## config.mk

```make
export PLATFORM = sky130hd
export DESIGN_NAME = spi_req_arbiter_flat
export DESIGN_NICKNAME = d
export VERILOG_FILES = /design/src/rtl/spi_pkg.sv /design/src/rtl/spi_req_arbiter_if.sv /design/src/rtl/spi_req_arbiter_rr_arbiter.sv /design/src/rtl/spi_req_arbiter.sv /design/src/flat_wrapper.sv
export SDC_FILE = /design/constraint.sdc
export NUM_CORES = 1
export LEC_CHECK = 0
export CAP_MARGIN = 15
export CORE_MARGIN = 3
export CORE_UTILIZATION = 45
export CTS_BUF_LIST = sky130_fd_sc_hd__clkbuf_2
export CTS_CLUSTER_SIZE = 30
export DETAILED_ROUTE_END_ITERATION = 7
export PLACE_DENSITY = 0.91
export SYNTH_ARGS = -nofsm -noshare
export SYNTH_HDL_FRONTEND = slang
export SYNTH_SLANG_ARGS = --single-unit
```

## constraint.sdc

```tcl
create_clock -name clk -period 2.37 [get_ports clk]
set_clock_uncertainty 0.05 [all_clocks]
set_input_delay 0.474 -clock clk [delete_from_list [all_inputs] [get_ports clk]]
set_output_delay 0.474 -clock clk [all_outputs]
set_load 0.01 [all_outputs]
```

## src/rtl/spi_pkg.sv

```systemverilog
// spi_pkg: shared word width, watchdog default and FSM state encoding for the SPI request arbiter.
package spi_pkg;
   localparam int SPI_DW      = 12;
   localparam int TIMEOUT_DEF = 1024;
   typedef enum logic [1:0] {IDLE, LAUNCH, XFER, DRAIN} state_e;
   function automatic int wrap_inc(int i, int n);
      return (i + 1) % n;
   endfunction
endpackage

```

## src/rtl/spi_req_arbiter_if.sv

```systemverilog
// spi_req_arbiter_if: client request/ack bundle plus the link to the shared SPI master.
interface spi_req_arbiter_if #(
   parameter int NREQ = 4,
   parameter int DW   = spi_pkg::SPI_DW
);
   logic [NREQ-1:0]    req, ack, err, cs_n;
   logic [NREQ*DW-1:0] req_data;
   logic               busy, spi_start, spi_cs, spi_done;
   logic [DW-1:0]      spi_din;
   modport master (input req, req_data, spi_cs, spi_done,
                   output ack, err, busy, cs_n, spi_start, spi_din);
   modport slave  (output req, req_data, spi_cs, spi_done,
                   input ack, err, busy, cs_n, spi_start, spi_din);
endinterface

```

## src/rtl/spi_req_arbiter_rr_arbiter.sv

```systemverilog
// spi_req_arbiter_rr_arbiter: combinational rotate-priority encoder, first request at or above ptr wins.
module spi_req_arbiter_rr_arbiter #(
   parameter int  NREQ = 4,
   localparam int IW   = $clog2(NREQ)
) (
   input  logic [NREQ-1:0] req,
   input  logic [IW-1:0]   ptr,
   output logic [IW-1:0]   gnt,
   output logic            valid
);
   logic [IW-1:0] idx;
   always_comb begin
      gnt   = '0;
      valid = 1'b0;
      idx   = '0;
      // scan downward so the lowest offset from ptr is the last (winning) assignment
      for (int i = NREQ - 1; i >= 0; i--) begin
         idx = IW'((int'(ptr) + i) % NREQ);
         if (req[idx]) begin
            gnt   = idx;
            valid = 1'b1;
         end
      end
   end
endmodule

```

## src/rtl/spi_req_arbiter.sv

```systemverilog
// spi_req_arbiter: round-robin sharing of one SPI master between NREQ clients,
// with cs routing, launch handshake, done draining and a per-transfer watchdog.
module spi_req_arbiter import spi_pkg::*; #(
   parameter int NREQ    = 4,
   parameter int DW      = SPI_DW,
   parameter int TIMEOUT = TIMEOUT_DEF
) (
   input logic clk,
   input logic rst,
   spi_req_arbiter_if.master bus
);
   localparam int IW = $clog2(NREQ);
   localparam int WW = $clog2(TIMEOUT + 1);
   state_e          state_q, state_d;
   logic [IW-1:0]   gnt_q, gnt_d, ptr_q, ptr_d, arb_gnt;
   logic            arb_valid;
   logic [DW-1:0]   din_q, din_d, req_word;
   logic [NREQ-1:0] ack_q, ack_d, err_q, err_d;
   logic [WW-1:0]   wd_q, wd_d;

   spi_req_arbiter_rr_arbiter #(.NREQ(NREQ)) u_rr (
      .req(bus.req), .ptr(ptr_q), .gnt(arb_gnt), .valid(arb_valid)
   );

   always_comb begin
      req_word = '0;
      for (int i = 0; i < NREQ; i++)
         if (arb_gnt == IW'(i)) req_word = bus.req_data[i*DW +: DW];
   end

   always_comb begin
      state_d = state_q;
      gnt_d   = gnt_q;
      ptr_d   = ptr_q;
      din_d   = din_q;
      wd_d    = wd_q;
      ack_d   = '0;
      err_d   = '0;
      case (state_q)
         // the ack/err cycle is skipped so a client still holding req is not re-granted
         IDLE: if (arb_valid && bus.spi_cs && !bus.spi_done && !(|(ack_q | err_q))) begin
            state_d = LAUNCH;
            gnt_d   = arb_gnt;
            din_d   = req_word;
            wd_d    = '0;
         end
         LAUNCH: state_d = bus.spi_cs ? LAUNCH : XFER;
         XFER:   state_d = bus.spi_done ? DRAIN : XFER;
         DRAIN: if (!bus.spi_done) begin
            state_d        = IDLE;
            ack_d[gnt_q]   = 1'b1;
         end
         default: state_d = IDLE;
      endcase
      if (state_q != IDLE) begin
         wd_d = wd_q + 1'b1;
         // a transfer that completes on the last watchdog cycle is still acked
         if (state_d != IDLE && wd_q == WW'(TIMEOUT - 1)) begin
            state_d      = IDLE;
            err_d[gnt_q] = 1'b1;
         end
         ptr_d = (state_d == IDLE) ? IW'(wrap_inc(int'(gnt_q), NREQ)) : ptr_q;
      end
   end

   always_ff @(posedge clk or posedge rst) begin
      if (rst) begin
         state_q <= IDLE;
         gnt_q   <= '0;
         ptr_q   <= '0;
         din_q   <= '0;
         wd_q    <= '0;
         ack_q   <= '0;
         err_q   <= '0;
      end else begin
         state_q <= state_d;
         gnt_q   <= gnt_d;
         ptr_q   <= ptr_d;
         din_q   <= din_d;
         wd_q    <= wd_d;
         ack_q   <= ack_d;
         err_q   <= err_d;
      end
   end

   assign bus.busy      = state_q != IDLE;
   assign bus.spi_start = state_q == LAUNCH;
   assign bus.spi_din   = din_q;
   assign bus.ack       = ack_q;
   assign bus.err       = err_q;
   assign bus.cs_n      = (state_q == IDLE) ? '1 : ~(NREQ'(!bus.spi_cs) << gnt_q);
endmodule

```

## src/flat_wrapper.sv

```systemverilog
// flat-port wrapper written by rule: the top's interface ports become plain ports
module spi_req_arbiter_flat import spi_pkg::*;
#(
   parameter int NREQ    = 4,
   parameter int DW      = SPI_DW,
   parameter int TIMEOUT = TIMEOUT_DEF
)
  (clk, rst, bus_req, bus_req_data, bus_spi_cs, bus_spi_done, bus_ack, bus_err, bus_busy, bus_cs_n, bus_spi_start, bus_spi_din);
  spi_req_arbiter_if #(.NREQ(NREQ), .DW(DW)) bus_i ();
  input logic clk;
  input logic rst;
  input wire logic [$bits(bus_i.req)-1:0] bus_req;
  input wire logic [$bits(bus_i.req_data)-1:0] bus_req_data;
  input wire logic [$bits(bus_i.spi_cs)-1:0] bus_spi_cs;
  input wire logic [$bits(bus_i.spi_done)-1:0] bus_spi_done;
  output wire logic [$bits(bus_i.ack)-1:0] bus_ack;
  output wire logic [$bits(bus_i.err)-1:0] bus_err;
  output wire logic [$bits(bus_i.busy)-1:0] bus_busy;
  output wire logic [$bits(bus_i.cs_n)-1:0] bus_cs_n;
  output wire logic [$bits(bus_i.spi_start)-1:0] bus_spi_start;
  output wire logic [$bits(bus_i.spi_din)-1:0] bus_spi_din;
  assign bus_i.req = bus_req;
  assign bus_i.req_data = bus_req_data;
  assign bus_i.spi_cs = bus_spi_cs;
  assign bus_i.spi_done = bus_spi_done;
  assign bus_ack = bus_i.ack;
  assign bus_err = bus_i.err;
  assign bus_busy = bus_i.busy;
  assign bus_cs_n = bus_i.cs_n;
  assign bus_spi_start = bus_i.spi_start;
  assign bus_spi_din = bus_i.spi_din;
  spi_req_arbiter #(.NREQ(NREQ), .DW(DW), .TIMEOUT(TIMEOUT)) u_core (.clk(clk), .rst(rst), .bus(bus_i));
endmodule
```

==> run_1/wires.png <==
Only two layers are drawn.
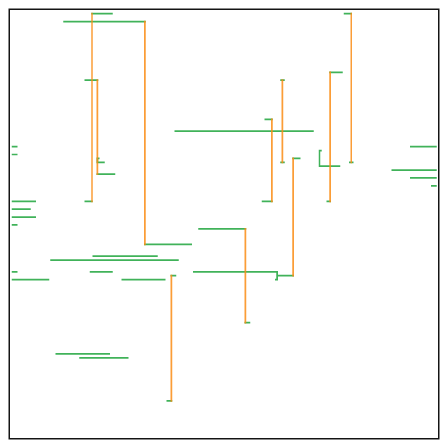
Orange is metal 4, wire length 223 µm. Green is metal 3, wire length 200 µm.
routed wire length: 6.003 mm
Via Count: 1,989
routed len/inst: 16.72 µm
GRT Resource Usage Total: 22.26%

==> run_1/placement.png <==
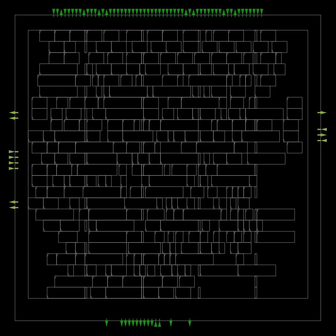
row count: 24
TAP cells: 52
post-layout util: 69.93%
core area: 0.004444 mm²

==> flow_summary.ini, run 1 <==
; implementation run metrics
[floorplan]
die_w_um = 74.43
io_pins = 82

[synth]
yosysUniqueCellTypes = 48
syn_nets = 275
netlist_top_cells_area = dfrtp_1 44%, nand2_1 7.3%, mux2i_1 7.1%
synth_seq_share_pct = 43.94
async_flop_share_pct = 100.0
top_cell_area_share_pct = 43.94
synthesis.yosys.warnings = 0
synth_stat.cells = 214
synth_flops = 37
syn_area_mm2 = 0.002107

[final_timing]
slew_violations = 0
max_freq_mhz = 442.2
hold_violations = 0
fin_crit_ns = 2.262

[pwr]
power.density_mw_per_mm2 = 899.8

[worst_setup_path]
r2r_setup_slack_ns = 0.37
crit_buf_inv = 2
worstSetupEndpointType = primary output
worstReg2RegStart = u_core.wd_q[0]
arrival_ns = 1.74
rr_endpoint = u_core.bus.err[2]
r2r_cells = 6

[worst_hold_path]
hp-class = input pin to asynchronous set/reset pin

[placement]
dp_cells = 352
pre_cts_ws_ns = -0.08590

[finish]
num_antenna_cells = 0
finalNonFillerCells = 359

[grt]
antenna_found_initial = 0
top_usage_layer = met2

[outcome]
status = finished, final reports clean

[cts]
tritoncts = done
root_buffer = clkbuf_2

[drt]
via_per_inst = 5.540
==> run_1/flops_by_reg.png <==
Other sequential cells in the stronger gray, the rest of the logic in the fainter gray.
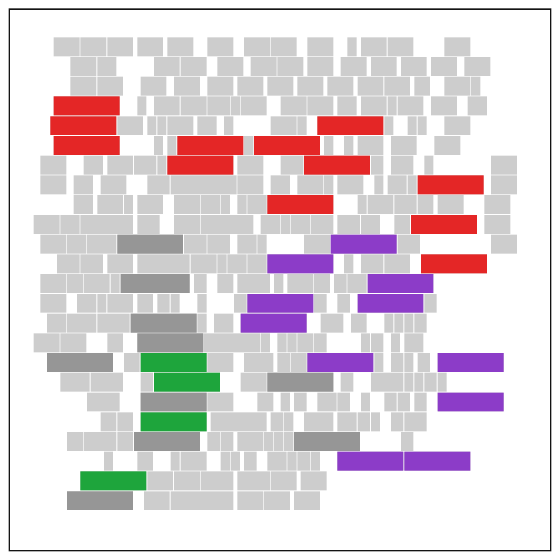
Red is u_core.bus.spi_din, sequential cells 12. Purple is u_core.wd_q, sequential cells 11. Green is u_core.bus.err, sequential cells 4.
Seq power: 1120 µW
area occupied by registers: 927.1 µm²
flop share of the area: 29.83%

==> run_1/layer_met2.png <==
Bar = 20 µm.
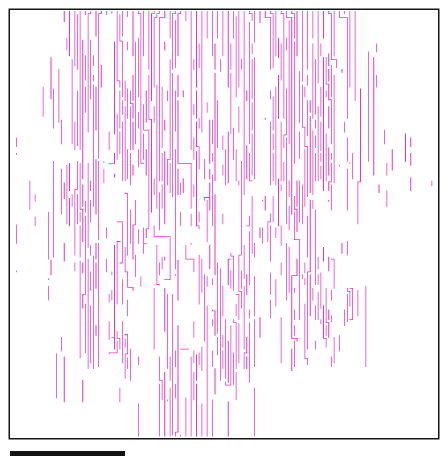
The wires run mostly vertical. The longest straight run is 34.2 µm. 333 nets have wire on it.
met2 GRT Util: 37.95%

==> run 1: cell type report <==
class / count / area (µm²) / area share (%)
clock buffer: 6 / 30.03 / 0.9662
multi-input combinational: 161 / 1097 / 35.31
timing repair buffer: 95 / 958.4 / 30.84
inverter: 7 / 26.28 / 0.8454
clock inverter: 1 / 3.754 / 0.1208
tap: 52 / 65.06 / 2.093
sequential: 37 / 927.1 / 29.83
==> run 1: cell usage after synthesis, types with 2 or more instances <==
cell type	instances
a21oi_1	4
a31oi_1	3
a32oi_1	8
and2_1	8
buf_2	4
buf_4	2
buf_6	2
dfrtp_1	37
ha_1	5
inv_1	6
mux2_2	2
mux2i_1	15
nand2_1	41
nand3_1	7
nand4_1	2
nor2_1	14
nor3_1	3
nor4_1	2
o21a_1	8
o21ai_0	10
o2bb2ai_1	3
xnor2_1	2
==> run 1: sequential cells by signal (all words and copies together) (netlist names) <==
signal and flops:
u_core.bus.err 4, u_core.wd_q 11, u_core.ptr_q 2, u_core.state_q 2, u_core.bus.ack 4, u_core.gnt_q 2, u_core.bus.spi_din 12
==> run 1: repair_timing <==
action / CTS / global route
hold buffers: 0 / 0
endpoints found under the setup margin: 2 / 4
buffers inserted: 0 / 0
resized: 1 / 4
==> run 1: stage by stage <==
| stage | hold WS [ns] | utilization, % | total power [µW] | instance area, µm² |
|---|---|---|---|---|
| floorplan | 0.4019 | - | 1850 | 2107 |
| global placement | 0.4219 | 68.86 | 2449 | 3060 |
| detailed placement | 0.4286 | 68.86 | 2521 | 3060 |
| CTS | 0.4160 | 69.68 | 2797 | 3097 |
| global route | 0.4355 | 69.93 | 2997 | 3108 |
| finish | 0.3971 | 69.93 | 2796 | 3108 |
==> run 1: how the worst max path moves through the flow <==
stage / startpoint / end / slack [ns] / cells past startpoint
after CTS: bus_spi_cs / bus_cs_n[3] / 0.04 / 5
after global routing: u_core.gnt_q[0] / bus_cs_n[0] / 0.02 / 3
after detailed placement: bus_req[2] / u_core.bus.spi_din[10] / -0.09 / 8
after floorplan: bus_spi_done / u_core.bus.spi_din[1] / 0.56 / 6
after global placement: bus_req[2] / u_core.bus.spi_din[4] / 0.003 / 8
final: bus_spi_cs / bus_cs_n[0] / 0.11 / 4
==> run 1: tightest hold or removal path: stages <==
cell             delay (ns)
clkdlybuf4s50_1        0.39
inv_1                  0.05
buf_4                  0.40
==> run 1: power breakdown <==
part	total, µW	switching (µW)	internal, µW
combinational	1400	638	761
clock	275	206	68.8
sequential	1120	248	875
total	2800	1090	1700
==> run 1: cells by family (layout without fill, tap and decap cells) <==
| group | after synthesis | in the layout | share of synthesized area, % |
|---|---|---|---|
| buffers and inverters | 16 | 109 | 4.335 |
| DFF | 37 | 37 | 43.94 |
| muxes | 17 | 17 | 8.195 |
| xor gates and xnor gates | 3 | 3 | 1.247 |
| adders and majority gates | 5 | 5 | 2.969 |
| and+or+nand+nor | 89 | 89 | 22.98 |
| AOI/OAI and AO/OA | 47 | 47 | 16.33 |
==> run 1: metal layers <==
metal | vias up | share of wire, %
met5 | - | 0
met4 | 0 | 3.7
met3 | 20 | 3.3
met2 | 55 | 55
met1 | 962 | 38
li1 | 952 | -
==> run 2, diff against run 1 <==
--- a/config.mk
+++ b/config.mk
@@ -11,7 +11,7 @@
 export CTS_BUF_LIST = sky130_fd_sc_hd__clkbuf_2
 export CTS_CLUSTER_SIZE = 30
 export DETAILED_ROUTE_END_ITERATION = 7
-export PLACE_DENSITY = 0.91
+export PLACE_DENSITY = 0.82
 export SYNTH_ARGS = -nofsm -noshare
 export SYNTH_HDL_FRONTEND = slang
 export SYNTH_SLANG_ARGS = --single-unit
==> flow_summary.ini, run 2 <==
; implementation run metrics
[outcome]
status = finished, final reports clean

[worst_setup_path]
crit_buf_inv = 2

[pwr]
p_sw_share_pct = 36.87
seq_power_share_pct = 38.2
pwr-share-comb_pct = 48.6
clkPwrFrac_pct = 13.3

[floorplan]
row_count = 24
io_pins = 82

[synth]
synthAoiAreaFrac_pct = 16.33
synth_stat.cells = 214
synth_seq_share_pct = 43.94
synth_flops = 37
syn_nets = 275
top_cell_area_share_pct = 43.94
synth.most_common_cell = nand2_1
synthesis.yosys.warnings = 0
simple_gate_share_pct = 22.98
netlist_top_cells_area = dfrtp_1 44%, nand2_1 7.3%, mux2i_1 7.1%
ys_sh_adder_pct = 2.969
yosysUniqueCellTypes = 48

[finish]
num_antenna_cells = 0
finalNonFillerCells = 363

[grt]
grtUsageTotal_pct = 20.91

[final_timing]
fin_crit_ns = 2.332
run 2: cell count changes in the layout (fill, tap and decap cells not counted), sizes merged:
cell / change
buf: +3
clkdlybuf4s50: +2
dlymetal6s2s: -2
bufinv: +1
run 2: through the flow:
stage | setup TNS, ns | utilization (%) | hold slack (ns)
final | 0 | 71.17 | 0.4086
after global routing | -0.03983 | 71.17 | 0.4235
after CTS | 0 | 70.52 | 0.4018
after detailed placement | -0.1330 | 69.03 | 0.4294
after global placement | 0 | 69.03 | 0.4216
after floorplan | 0 | - | 0.4019
run 2: cells by family after synthesis:
logic type	after synthesis
DFF	37
muxes	17
adders and majority gates	5
AOI/OAI and AO/OA	47
and+or+nand+nor	89
xor gates and xnor gates	3
buffers and inverters	16
run 2: layer usage:
layer | routed length [µm] | share of wire, % | vias to the layer above | track usage, %
met5 | 0 | 0 | - | 0
met4 | 143 | 2.5 | 0 | 6.719
met3 | 159 | 2.8 | 11 | 4.459
met2 | 2939 | 52 | 34 | 34.34
met1 | 2460 | 43 | 914 | 27.60
li1 | - | - | 952 | -
run 2: power groups by stage:
stage               Sequential (µW)  Clock (µW)  Combinational, µW
floorplan                      1120           0                728
global placement               1120           0               1360
detailed placement             1120           0               1390
CTS                            1110         401               1400
global route                   1160         430               1570
finish                         1120         390               1420
run 2: layout make-up:
class / instances / area [µm²] / area share (%)
repair buffers: 98 / 975.9 / 30.85
multi-input cells: 161 / 1102 / 34.85
clock inverters: 2 / 33.78 / 1.068
clock buffers: 6 / 30.03 / 0.9494
flip-flops and latches: 37 / 929.6 / 29.39
well taps: 52 / 65.06 / 2.057
inverters: 7 / 26.28 / 0.8307
run 2: repair_timing:
item,in CTS,in global routing
resized,1,5
buffers inserted,0,2
gates cloned,0,0
pin swaps,0,0
endpoints found under the setup margin,4,5
run 2: worst paths after layout:
check	cells after the start	start	slack, ns	endpoint
max	4	bus_spi_cs	0.04	bus_cs_n[2]
min	3	rst	0.41	u_core.bus.spi_din[0]
max reg2reg	6	u_core.wd_q[0]	0.33	u_core.bus.err[1]
min reg2reg	1	u_core.wd_q[9]	0.46	u_core.wd_q[9]
max in group asynchronous	3	rst	1.49	u_core.state_q[0]
min in group clk	1	u_core.wd_q[9]	0.46	u_core.wd_q[9]
run 2: tightest hold or removal path: stages:
cell and delay (ns):
clkdlybuf4s50_1 0.39, inv_1 0.05, buf_4 0.41
==> run_2/wires.png <==
Only two layers are drawn.
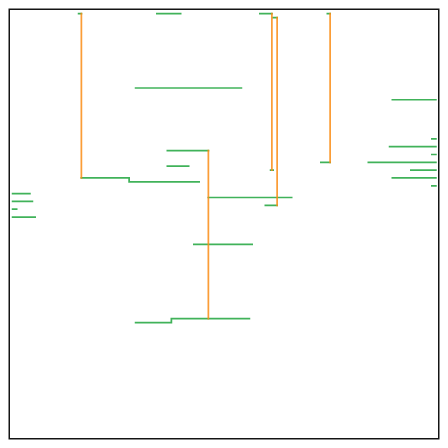
Orange is metal 4, wire length 144 µm. Green is metal 3, wire length 159 µm.
Via Count: 1,911
routed wire length: 5.703 mm

==> run_2/flops_by_reg.png <==
Other sequential cells in the stronger gray, the rest of the logic in the fainter gray.
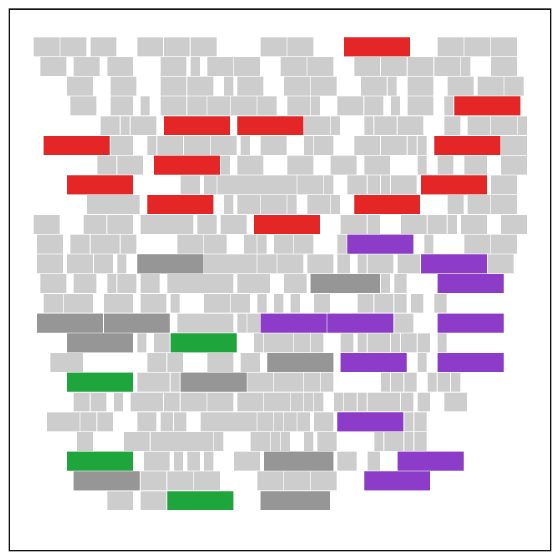
Purple is u_core.wd_q, sequential cells 11. Red is u_core.bus.spi_din, sequential cells 12. Green is u_core.bus.err, sequential cells 4, where lower left.
Another 10 sequential cells are not colored.
flop share of the area: 29.39%
area occupied by registers: 929.6 µm²
post-layout util: 71.17%

==> run 3, diff against run 2 <==
--- a/config.mk
+++ b/config.mk
@@ -11,7 +11,7 @@
 export CTS_BUF_LIST = sky130_fd_sc_hd__clkbuf_2
 export CTS_CLUSTER_SIZE = 30
 export DETAILED_ROUTE_END_ITERATION = 7
-export PLACE_DENSITY = 0.82
+export PLACE_DENSITY_LB_ADDON = 0.05
 export SYNTH_ARGS = -nofsm -noshare
 export SYNTH_HDL_FRONTEND = slang
 export SYNTH_SLANG_ARGS = --single-unit
==> flow_summary.ini, run 3 <==
; implementation run metrics
[outcome]
status = finished, final reports clean

[pwr]
pwr-share-comb_pct = 50.5
switchingPower_uw = 1090

[finish]
num_antenna_cells = 0
finalNonFillerCells = 365
largest_reg_flops = 12

[synth]
synth_seq_share_pct = 43.94
netlist_top_cells_area = dfrtp_1 44%, nand2_1 7.3%, mux2i_1 7.1%
yosysUniqueCellTypes = 48
ys_sh_adder_pct = 2.969
top_cell_area_share_pct = 43.94
syn_nets = 275
synthAoiAreaFrac_pct = 16.33
syn_area_mm2 = 0.002107
synth_stat.cells = 214

[drt]
via_per_inst = 5.241

[worst_setup_path]
r2r_cells = 5
worstReg2RegStart = u_core.wd_q[0]
arrival_ns = 1.74
rr_endpoint = u_core.ptr_q[1]

[floorplan]
row_count = 24

[placement]
dp_cells = 355

[grt]
grt_use_met1_pct = 25.30
grtUsageTotal_pct = 20.13
top_usage_layer = met2

[final_timing]
fin_crit_ns = 2.260
tns_ns = 0

[cts]
tritoncts = done
## run 3: metrics by stage
step                      hold WS, ns  total power (µW)
after floorplan                0.4019              1850
after global placement         0.4250              2491
after detailed placement       0.4297              2518
after CTS                      0.4126              2824
after global routing           0.4292              3065
final                          0.4138              2835
## run 3: cell families after synthesis
logic type,after synthesis
simple gates,89
compound gates,47
flops,37
mux,17
buf+inv,16
fa+ha+maj,5
xor+xnor,3
## run 3: worst max-delay path: stages, from the launching register on
cell and delay, ns:
dfrtp_2 0.49, nor2_4 0.19, nor3_4 0.06, nand2_1 0.08, clkdlybuf4s50_1 0.53
## run 3: layout make-up
class	count	area, µm²	area share [%]
Sequential cell	37	928.4	29.41
Clock inverter	3	17.52	0.5549
Tap cell	52	65.06	2.061
Timing Repair Buffer	100	985.9	31.23
Clock buffer	5	25.02	0.7927
Multi-Input combinational cell	161	1109	35.12
Inverter	7	26.28	0.8323
## run 3: routing by layer
layer / vias to the layer above / part of all wire [%]
met5: - / 0
met4: 0 / 0.65
met3: 4 / 8.5
met2: 72 / 48
met1: 878 / 43
li1: 959 / -
## run 3: how the worst max path moves through the flow
stage | from | to | slack [ns] | cells after the start
floorplan | bus_spi_done | u_core.bus.spi_din[1] | 0.56 | 6
global placement | bus_spi_cs | bus_cs_n[2] | -0.05 | 4
detailed placement | bus_req[2] | u_core.bus.spi_din[8] | -0.06 | 8
CTS | bus_spi_cs | bus_cs_n[2] | 0.01 | 4
global route | u_core.gnt_q[0] | bus_cs_n[2] | 0.006 | 3
finish | u_core.state_q[1] | bus_cs_n[0] | 0.11 | 4
## run 3: what timing repair did
| item | in CTS | in global routing |
|---|---|---|
| gates resized | 3 | 6 |
| buffers inserted | 0 | 2 |
| pin swaps | 0 | 1 |
| endpoints found under the setup margin | 4 | 4 |
| hold buffers | 0 | 0 |
## run 3: power groups by stage
stage	Sequential, µW	Combinational (µW)	Clock (µW)
2_1_floorplan	1120	728	0
3_3_place_gp	1110	1380	0
3_5_place_dp	1120	1400	0
4_1_cts	1110	1410	297
5_1_grt	1160	1580	325
6_report	1120	1430	286
==> run_3/layer_met2.png <==
Bar = 20 µm.
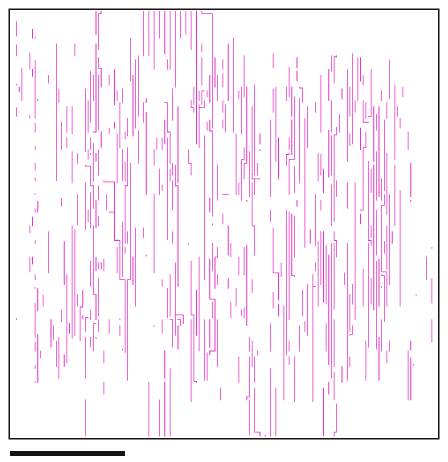
311 nets have wire on it. The layer holds 48% of the routed length. The layer carries 2,500 µm of wire. The longest straight run is 25.2 µm. The wires run mostly vertical.
routed wire length: 5.243 mm
met2 GRT Util: 32.00%
Via Count: 1,913

==> run_3/flops_by_reg.png <==
Other sequential cells in the stronger gray, the rest of the logic in the fainter gray.
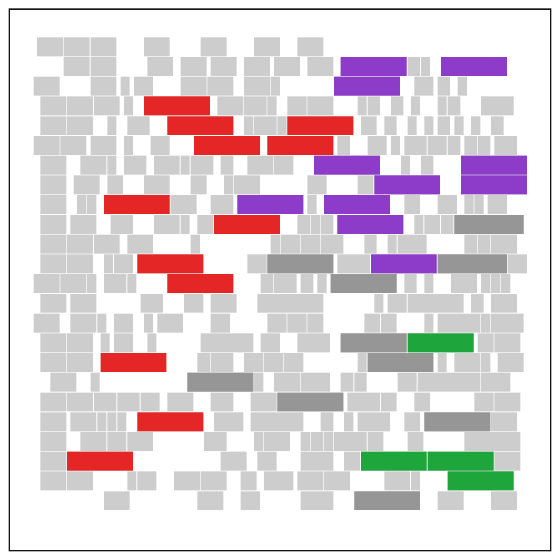
Green is u_core.bus.err, sequential cells 4, where lower right. Red is u_core.bus.spi_din, sequential cells 12. Purple is u_core.wd_q, sequential cells 11.
area occupied by registers: 928.4 µm²
flop share of the area: 29.41%
post-layout util: 71.03%

Power and IR drop assume default switching activity.
